## src/rtl/hdp_spi_engine_if.sv

```systemverilog
// Request/response and HDP serial-pin bundle for hdp_spi_engine.
// The slave modport is the engine; the master modport is the sequencer plus HDP device side.
interface hdp_spi_engine_if;
  logic       i_txBegin;
  logic [6:0] i_txAddress;
  logic [7:0] i_txData;
  logic       o_txBusy;
  logic       o_txDone;
  logic       o_txError;
  logic       i_rxBegin;
  logic [6:0] i_rxAddress;
  logic [7:0] o_rxData;
  logic       o_rxBusy;
  logic       o_rxDone;
  logic       i_sout;
  logic       o_sen;
  logic       o_sck;
  logic       o_sdat;

  modport slave (
    input  i_txBegin, i_txAddress, i_txData, i_rxBegin, i_rxAddress, i_sout,
    output o_txBusy, o_txDone, o_txError, o_rxData, o_rxBusy, o_rxDone,
           o_sen, o_sck, o_sdat
  );

  modport master (
    output i_txBegin, i_txAddress, i_txData, i_rxBegin, i_rxAddress, i_sout,
    input  o_txBusy, o_txDone, o_txError, o_rxData, o_rxBusy, o_rxDone,
           o_sen, o_sck, o_sdat
  );
endinterface

```

## src/rtl/hdp_spi_engine.sv

```systemverilog
// Bit-level SPI master serialising single-register HDP reads/writes as 16-bit frames.
// Define HDP_SPI_WRITE_VERIFY_EN to follow every write with an automatic readback check.
module hdp_spi_engine #(
  parameter int unsigned CLOCKS_PER_BIT = 50
) (
  input  logic               i_clock,
  input  logic               i_reset,
  hdp_spi_engine_if.slave    io_hdp
);

  localparam int unsigned H  = CLOCKS_PER_BIT / 2;
  localparam int unsigned CW = (CLOCKS_PER_BIT > 1) ? $clog2(CLOCKS_PER_BIT) : 1;

  typedef enum logic [2:0] {
    S_IDLE,
    S_LEAD,
    S_SHIFT,
    S_TRAIL,
    S_GAP,
    S_DONE
  } state_t;

  state_t          r_state, w_state_nxt;
  logic [CW-1:0]   r_sub, w_sub_nxt;
  logic [3:0]      r_bit, w_bit_nxt;
  logic [15:0]     r_frame, w_frame_nxt;
  logic            r_read, w_read_nxt;
  logic [7:0]      r_shift, w_shift_nxt;
  logic            r_sen, w_sen_nxt;
  logic            r_sck, w_sck_nxt;
  logic            r_sdat, w_sdat_nxt;
  logic            r_tx_busy, w_tx_busy_nxt;
  logic            r_tx_done, w_tx_done_nxt;
  logic            r_rx_busy, w_rx_busy_nxt;
  logic            r_rx_done, w_rx_done_nxt;
  logic [7:0]      r_rx_data, w_rx_data_nxt;
`ifdef HDP_SPI_WRITE_VERIFY_EN
  logic            r_verify, w_verify_nxt;
  logic [6:0]      r_addr, w_addr_nxt;
  logic [7:0]      r_wdata, w_wdata_nxt;
  logic            r_tx_error, w_tx_error_nxt;
`endif

  // Next-state, datapath and registered-output values
  always_comb begin
    w_state_nxt    = r_state;
    w_sub_nxt      = r_sub;
    w_bit_nxt      = r_bit;
    w_frame_nxt    = r_frame;
    w_read_nxt     = r_read;
    w_shift_nxt    = r_shift;
    w_tx_busy_nxt  = r_tx_busy;
    w_tx_done_nxt  = 1'b0;
    w_rx_busy_nxt  = r_rx_busy;
    w_rx_done_nxt  = 1'b0;
    w_rx_data_nxt  = r_rx_data;
`ifdef HDP_SPI_WRITE_VERIFY_EN
    w_verify_nxt   = r_verify;
    w_addr_nxt     = r_addr;
    w_wdata_nxt    = r_wdata;
    w_tx_error_nxt = r_tx_error;
`endif

    unique case (r_state)
      S_IDLE: begin
        w_sub_nxt = '0;
        w_bit_nxt = '0;
        if (io_hdp.i_txBegin) begin
          w_state_nxt   = S_LEAD;
          w_frame_nxt   = {1'b0, io_hdp.i_txAddress, io_hdp.i_txData};
          w_read_nxt    = 1'b0;
          w_tx_busy_nxt = 1'b1;
`ifdef HDP_SPI_WRITE_VERIFY_EN
          w_verify_nxt  = 1'b0;
          w_addr_nxt    = io_hdp.i_txAddress;
          w_wdata_nxt   = io_hdp.i_txData;
`endif
        end else if (io_hdp.i_rxBegin) begin
          w_state_nxt   = S_LEAD;
          w_frame_nxt   = {1'b1, io_hdp.i_rxAddress, 8'h00};
          w_read_nxt    = 1'b1;
          w_rx_busy_nxt = 1'b1;
`ifdef HDP_SPI_WRITE_VERIFY_EN
          w_verify_nxt  = 1'b0;
`endif
        end
      end

      S_LEAD: begin
        if (r_sub == CW'(H - 1)) begin
          w_state_nxt = S_SHIFT;
          w_sub_nxt   = '0;
        end else begin
          w_sub_nxt   = r_sub + CW'(1);
        end
      end

      S_SHIFT: begin
        // Read data is captured on the first high cycle of SCK for bits 7:0
        if (r_read && r_bit[3] && (r_sub == CW'(H))) begin
          w_shift_nxt = {r_shift[6:0], io_hdp.i_sout};
        end
        if (r_sub == CW'(CLOCKS_PER_BIT - 1)) begin
          w_sub_nxt   = '0;
          w_frame_nxt = {r_frame[14:0], 1'b0};
          if (r_bit == 4'd15) begin
            w_state_nxt = S_TRAIL;
            w_bit_nxt   = '0;
          end else begin
            w_bit_nxt   = r_bit + 4'd1;
          end
        end else begin
          w_sub_nxt = r_sub + CW'(1);
        end
      end

      S_TRAIL: begin
        if (r_sub == CW'(H - 1)) begin
          w_state_nxt = S_GAP;
          w_sub_nxt   = '0;
        end else begin
          w_sub_nxt   = r_sub + CW'(1);
        end
      end

      S_GAP: begin
        if (r_sub == CW'(CLOCKS_PER_BIT - 1)) begin
          w_state_nxt = S_DONE;
          w_sub_nxt   = '0;
        end else begin
          w_sub_nxt   = r_sub + CW'(1);
        end
      end

      S_DONE: begin
        w_state_nxt = S_IDLE;
`ifdef HDP_SPI_WRITE_VERIFY_EN
        if (!r_read) begin
          // Chain a hidden readback of the address just written
          w_state_nxt  = S_LEAD;
          w_frame_nxt  = {1'b1, r_addr, 8'h00};
          w_read_nxt   = 1'b1;
          w_verify_nxt = 1'b1;
        end else if (r_verify) begin
          w_tx_done_nxt  = 1'b1;
          w_tx_busy_nxt  = 1'b0;
          w_tx_error_nxt = (r_shift != r_wdata);
        end else begin
          w_rx_done_nxt = 1'b1;
          w_rx_busy_nxt = 1'b0;
          w_rx_data_nxt = r_shift;
        end
`else
        if (r_read) begin
          w_rx_done_nxt = 1'b1;
          w_rx_busy_nxt = 1'b0;
          w_rx_data_nxt = r_shift;
        end else begin
          w_tx_done_nxt = 1'b1;
          w_tx_busy_nxt = 1'b0;
        end
`endif
      end

      default: begin
        w_state_nxt = S_IDLE;
      end
    endcase

    w_sen_nxt  = !((w_state_nxt == S_LEAD) || (w_state_nxt == S_SHIFT) ||
                   (w_state_nxt == S_TRAIL));
    w_sck_nxt  = (w_state_nxt == S_SHIFT) && (w_sub_nxt >= CW'(H));
    w_sdat_nxt = ((w_state_nxt == S_LEAD) || (w_state_nxt == S_SHIFT)) ?
                 w_frame_nxt[15] : 1'b0;
  end

  always_ff @(posedge i_clock or posedge i_reset) begin
    if (i_reset) begin
      r_state    <= S_IDLE;
      r_sub      <= '0;
      r_bit      <= '0;
      r_frame    <= '0;
      r_read     <= 1'b0;
      r_shift    <= '0;
      r_sen      <= 1'b1;
      r_sck      <= 1'b0;
      r_sdat     <= 1'b0;
      r_tx_busy  <= 1'b0;
      r_tx_done  <= 1'b0;
      r_rx_busy  <= 1'b0;
      r_rx_done  <= 1'b0;
      r_rx_data  <= '0;
`ifdef HDP_SPI_WRITE_VERIFY_EN
      r_verify   <= 1'b0;
      r_addr     <= '0;
      r_wdata    <= '0;
      r_tx_error <= 1'b0;
`endif
    end else begin
      r_state    <= w_state_nxt;
      r_sub      <= w_sub_nxt;
      r_bit      <= w_bit_nxt;
      r_frame    <= w_frame_nxt;
      r_read     <= w_read_nxt;
      r_shift    <= w_shift_nxt;
      r_sen      <= w_sen_nxt;
      r_sck      <= w_sck_nxt;
      r_sdat     <= w_sdat_nxt;
      r_tx_busy  <= w_tx_busy_nxt;
      r_tx_done  <= w_tx_done_nxt;
      r_rx_busy  <= w_rx_busy_nxt;
      r_rx_done  <= w_rx_done_nxt;
      r_rx_data  <= w_rx_data_nxt;
`ifdef HDP_SPI_WRITE_VERIFY_EN
      r_verify   <= w_verify_nxt;
      r_addr     <= w_addr_nxt;
      r_wdata    <= w_wdata_nxt;
      r_tx_error <= w_tx_error_nxt;
`endif
    end
  end

  assign io_hdp.o_sen     = r_sen;
  assign io_hdp.o_sck     = r_sck;
  assign io_hdp.o_sdat    = r_sdat;
  assign io_hdp.o_txBusy  = r_tx_busy;
  assign io_hdp.o_txDone  = r_tx_done;
  assign io_hdp.o_rxBusy  = r_rx_busy;
  assign io_hdp.o_rxDone  = r_rx_done;
  assign io_hdp.o_rxData  = r_rx_data;
`ifdef HDP_SPI_WRITE_VERIFY_EN
  assign io_hdp.o_txError = r_tx_error;
`else
  assign io_hdp.o_txError = 1'b0;
`endif

endmodule

```

## src/flat_wrapper.sv

```systemverilog
// flat-port wrapper written by rule: the top's interface ports become plain ports
module hdp_spi_engine_flat 
#(
  parameter int unsigned CLOCKS_PER_BIT = 50
)
  (i_clock, i_reset, io_hdp_i_txBegin, io_hdp_i_txAddress, io_hdp_i_txData, io_hdp_i_rxBegin, io_hdp_i_rxAddress, io_hdp_i_sout, io_hdp_o_txBusy, io_hdp_o_txDone, io_hdp_o_txError, io_hdp_o_rxData, io_hdp_o_rxBusy, io_hdp_o_rxDone, io_hdp_o_sen, io_hdp_o_sck, io_hdp_o_sdat);
  hdp_spi_engine_if io_hdp_i ();
  input  logic i_clock;
  input  logic i_reset;
  input wire logic [$bits(io_hdp_i.i_txBegin)-1:0] io_hdp_i_txBegin;
  input wire logic [$bits(io_hdp_i.i_txAddress)-1:0] io_hdp_i_txAddress;
  input wire logic [$bits(io_hdp_i.i_txData)-1:0] io_hdp_i_txData;
  input wire logic [$bits(io_hdp_i.i_rxBegin)-1:0] io_hdp_i_rxBegin;
  input wire logic [$bits(io_hdp_i.i_rxAddress)-1:0] io_hdp_i_rxAddress;
  input wire logic [$bits(io_hdp_i.i_sout)-1:0] io_hdp_i_sout;
  output wire logic [$bits(io_hdp_i.o_txBusy)-1:0] io_hdp_o_txBusy;
  output wire logic [$bits(io_hdp_i.o_txDone)-1:0] io_hdp_o_txDone;
  output wire logic [$bits(io_hdp_i.o_txError)-1:0] io_hdp_o_txError;
  output wire logic [$bits(io_hdp_i.o_rxData)-1:0] io_hdp_o_rxData;
  output wire logic [$bits(io_hdp_i.o_rxBusy)-1:0] io_hdp_o_rxBusy;
  output wire logic [$bits(io_hdp_i.o_rxDone)-1:0] io_hdp_o_rxDone;
  output wire logic [$bits(io_hdp_i.o_sen)-1:0] io_hdp_o_sen;
  output wire logic [$bits(io_hdp_i.o_sck)-1:0] io_hdp_o_sck;
  output wire logic [$bits(io_hdp_i.o_sdat)-1:0] io_hdp_o_sdat;
  assign io_hdp_i.i_txBegin = io_hdp_i_txBegin;
  assign io_hdp_i.i_txAddress = io_hdp_i_txAddress;
  assign io_hdp_i.i_txData = io_hdp_i_txData;
  assign io_hdp_i.i_rxBegin = io_hdp_i_rxBegin;
  assign io_hdp_i.i_rxAddress = io_hdp_i_rxAddress;
  assign io_hdp_i.i_sout = io_hdp_i_sout;
  assign io_hdp_o_txBusy = io_hdp_i.o_txBusy;
  assign io_hdp_o_txDone = io_hdp_i.o_txDone;
  assign io_hdp_o_txError = io_hdp_i.o_txError;
  assign io_hdp_o_rxData = io_hdp_i.o_rxData;
  assign io_hdp_o_rxBusy = io_hdp_i.o_rxBusy;
  assign io_hdp_o_rxDone = io_hdp_i.o_rxDone;
  assign io_hdp_o_sen = io_hdp_i.o_sen;
  assign io_hdp_o_sck = io_hdp_i.o_sck;
  assign io_hdp_o_sdat = io_hdp_i.o_sdat;
  hdp_spi_engine #(.CLOCKS_PER_BIT(CLOCKS_PER_BIT)) u_core (.i_clock(i_clock), .i_reset(i_reset), .io_hdp(io_hdp_i));
endmodule
```

## config.mk

```make
export PLATFORM = sky130hd
export DESIGN_NAME = hdp_spi_engine_flat
export DESIGN_NICKNAME = d
export VERILOG_FILES = /design/src/rtl/hdp_spi_engine_if.sv /design/src/rtl/hdp_spi_engine.sv /design/src/flat_wrapper.sv
export SDC_FILE = /design/constraint.sdc
export NUM_CORES = 1
export LEC_CHECK = 0
export ABC_AREA = 1
export CAP_MARGIN = 20
export CORE_MARGIN = 4
export CORE_UTILIZATION = 25
export DETAILED_ROUTE_END_ITERATION = 8
export GPL_ROUTABILITY_DRIVEN = 1
export GPL_TIMING_DRIVEN = 0
export PLACE_DENSITY = 0.46
export SETUP_SLACK_MARGIN = 0.1
export SYNTH_ARGS = -nofsm -noshare
export SYNTH_HDL_FRONTEND = slang
export SYNTH_SLANG_ARGS = --single-unit
```

## constraint.sdc

```tcl
create_clock -name i_clock -period 2.8 [get_ports i_clock]
set_clock_uncertainty 0.1 [all_clocks]
set_input_delay 0.56 -clock i_clock [delete_from_list [all_inputs] [get_ports i_clock]]
set_output_delay 0.56 -clock i_clock [all_outputs]
set_load 0.1 [all_outputs]
```

==> images/cell_classes.png <==
(2 px per um)
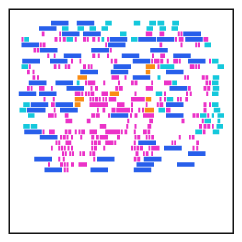
legend:
  magenta:
    class: all other logic
    cells: 248
  blue:
    class: flip-flops
    cells: 53
  orange:
    class: clock drivers and dummy loads
    cells: 8
  cyan:
    class: other buffers and delay cells
    cells: 47
Seq area share: 0.398
Design Area, Final: 3340 um2
Post-Route Utilization: 0.322
core region area: 10400 um2

==> images/final_placement.png <==
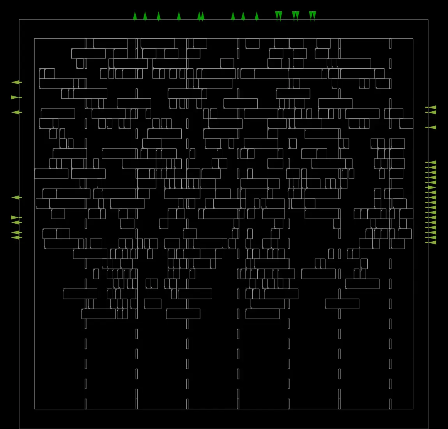
Rows: 37
non-filler instance count after layout: 492
sequential cell count: 53
Tapcell Cnt: 136
FILL cells: 1141

==> images/port_nets.png <==
(4 px per um)
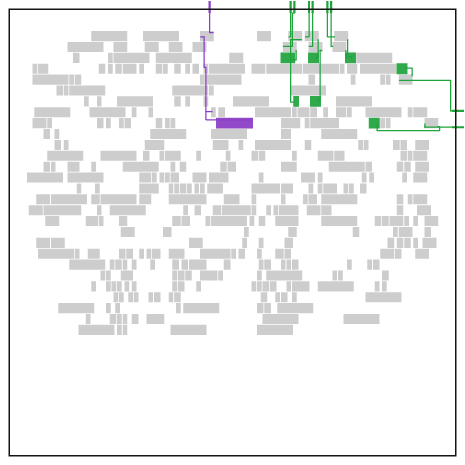
legend:
  green:
    port: io_hdp_i_txData
    bits: 8
    direction: input
    end_cells: 8
    wire: 155 um
  purple:
    port: io_hdp_o_rxBusy
    bits: 1
    direction: output
    end_cells: 1
    wire: 41.5 um
number of buffers added on ports: 39
I/O pins: 43

==> flow_summary.yaml <==
# implementation run metrics
synthesis:
  yosysTopAreaCell: "dfrtp_1"
  ys_area_um2: 2670
  synth_area_um2: 2670
  ys_cells: 308
  yosys.area_share.xor_xnor: 0.00329
  ys_dominant_reg_cell: "dfrtp_1"
  mux_share: 0
  syn_avg_cell_area_um2: 8.65
  synth_cell_types: 38
  yosysMostFrequentCell: "nand2_1"
global_route:
  overflow: 0
  antenna_found_initial: 0
  met1_usage: 0.144
  grt_use_met3: 0.0240
  gr-usage-met2: 0.171
final_layout:
  nClkBuffers: 5
  comb_area_um2: 1100
  seq_area_um2: 1330
  final_common_cell: "nand2_1"
  n_all_buffers: 47
  drive_gt1_frac: 0.146
  sh_comb_area: 0.330
floorplanning:
  dieHeight_um: 111
  die_w_um: 111
  chip_area_um2: 12400
clock_network:
  hold_buffers: 0
  clockRootBuffer: "clkbuf_8"
  h-tree-depth: 2
  tritoncts: "done"
  clk_pin_slew_ns: 0.11
route:
  antenna_left: 0
  wl_met2_um: 2710
  drt-initial-drc-count: 64
  first_pass_iters: 6
sta:
  rsz0062_at_grt: "false"
  maxSlewHeadroom: 0.314
  hold_slack_ns: 0.369
  hold_violations: 0
  timing.fmax_ghz: 0.380
min_path:
  hold_path_depth: 1
  worst_hold_startpoint: "u_core.r_read"
run_status:
  status: "finished clean"
worst_setup_path:
  cp_top_family: "buffers and inverters"
  cp_num_cells: 1
  reg2reg_from: "u_core.r_sub[1]"
  endpoint: "io_hdp_o_sen"
  crit_start: "u_core.io_hdp.o_sen"
  slowest_delay_ns: 1.13
power_and_ir_drop:
  internal_power_uw: 995
  p_sw_frac: 0.243
  power_switching_uw: 319
  clock_power_uw: 455
  top_power_group: "sequential cells"
  powerSeq_uw: 779
-- flip-flops by register name (all words and copies together) (netlist names) --
| register | count |
|---|---|
| u_core.io_hdp.o_sck | 1 |
| u_core.io_hdp.o_rxBusy | 1 |
| u_core.r_bit | 4 |
| u_core.io_hdp.o_txBusy | 1 |
| u_core.r_shift | 8 |
| u_core.io_hdp.o_sdat | 1 |
| u_core.io_hdp.o_sen | 1 |
| u_core.io_hdp.o_txDone | 1 |
| u_core.r_state | 3 |
| u_core.r_frame | 16 |
| u_core.io_hdp.o_rxDone | 1 |
| u_core.io_hdp.o_rxData | 8 |
| u_core.r_sub | 6 |
| u_core.r_read | 1 |
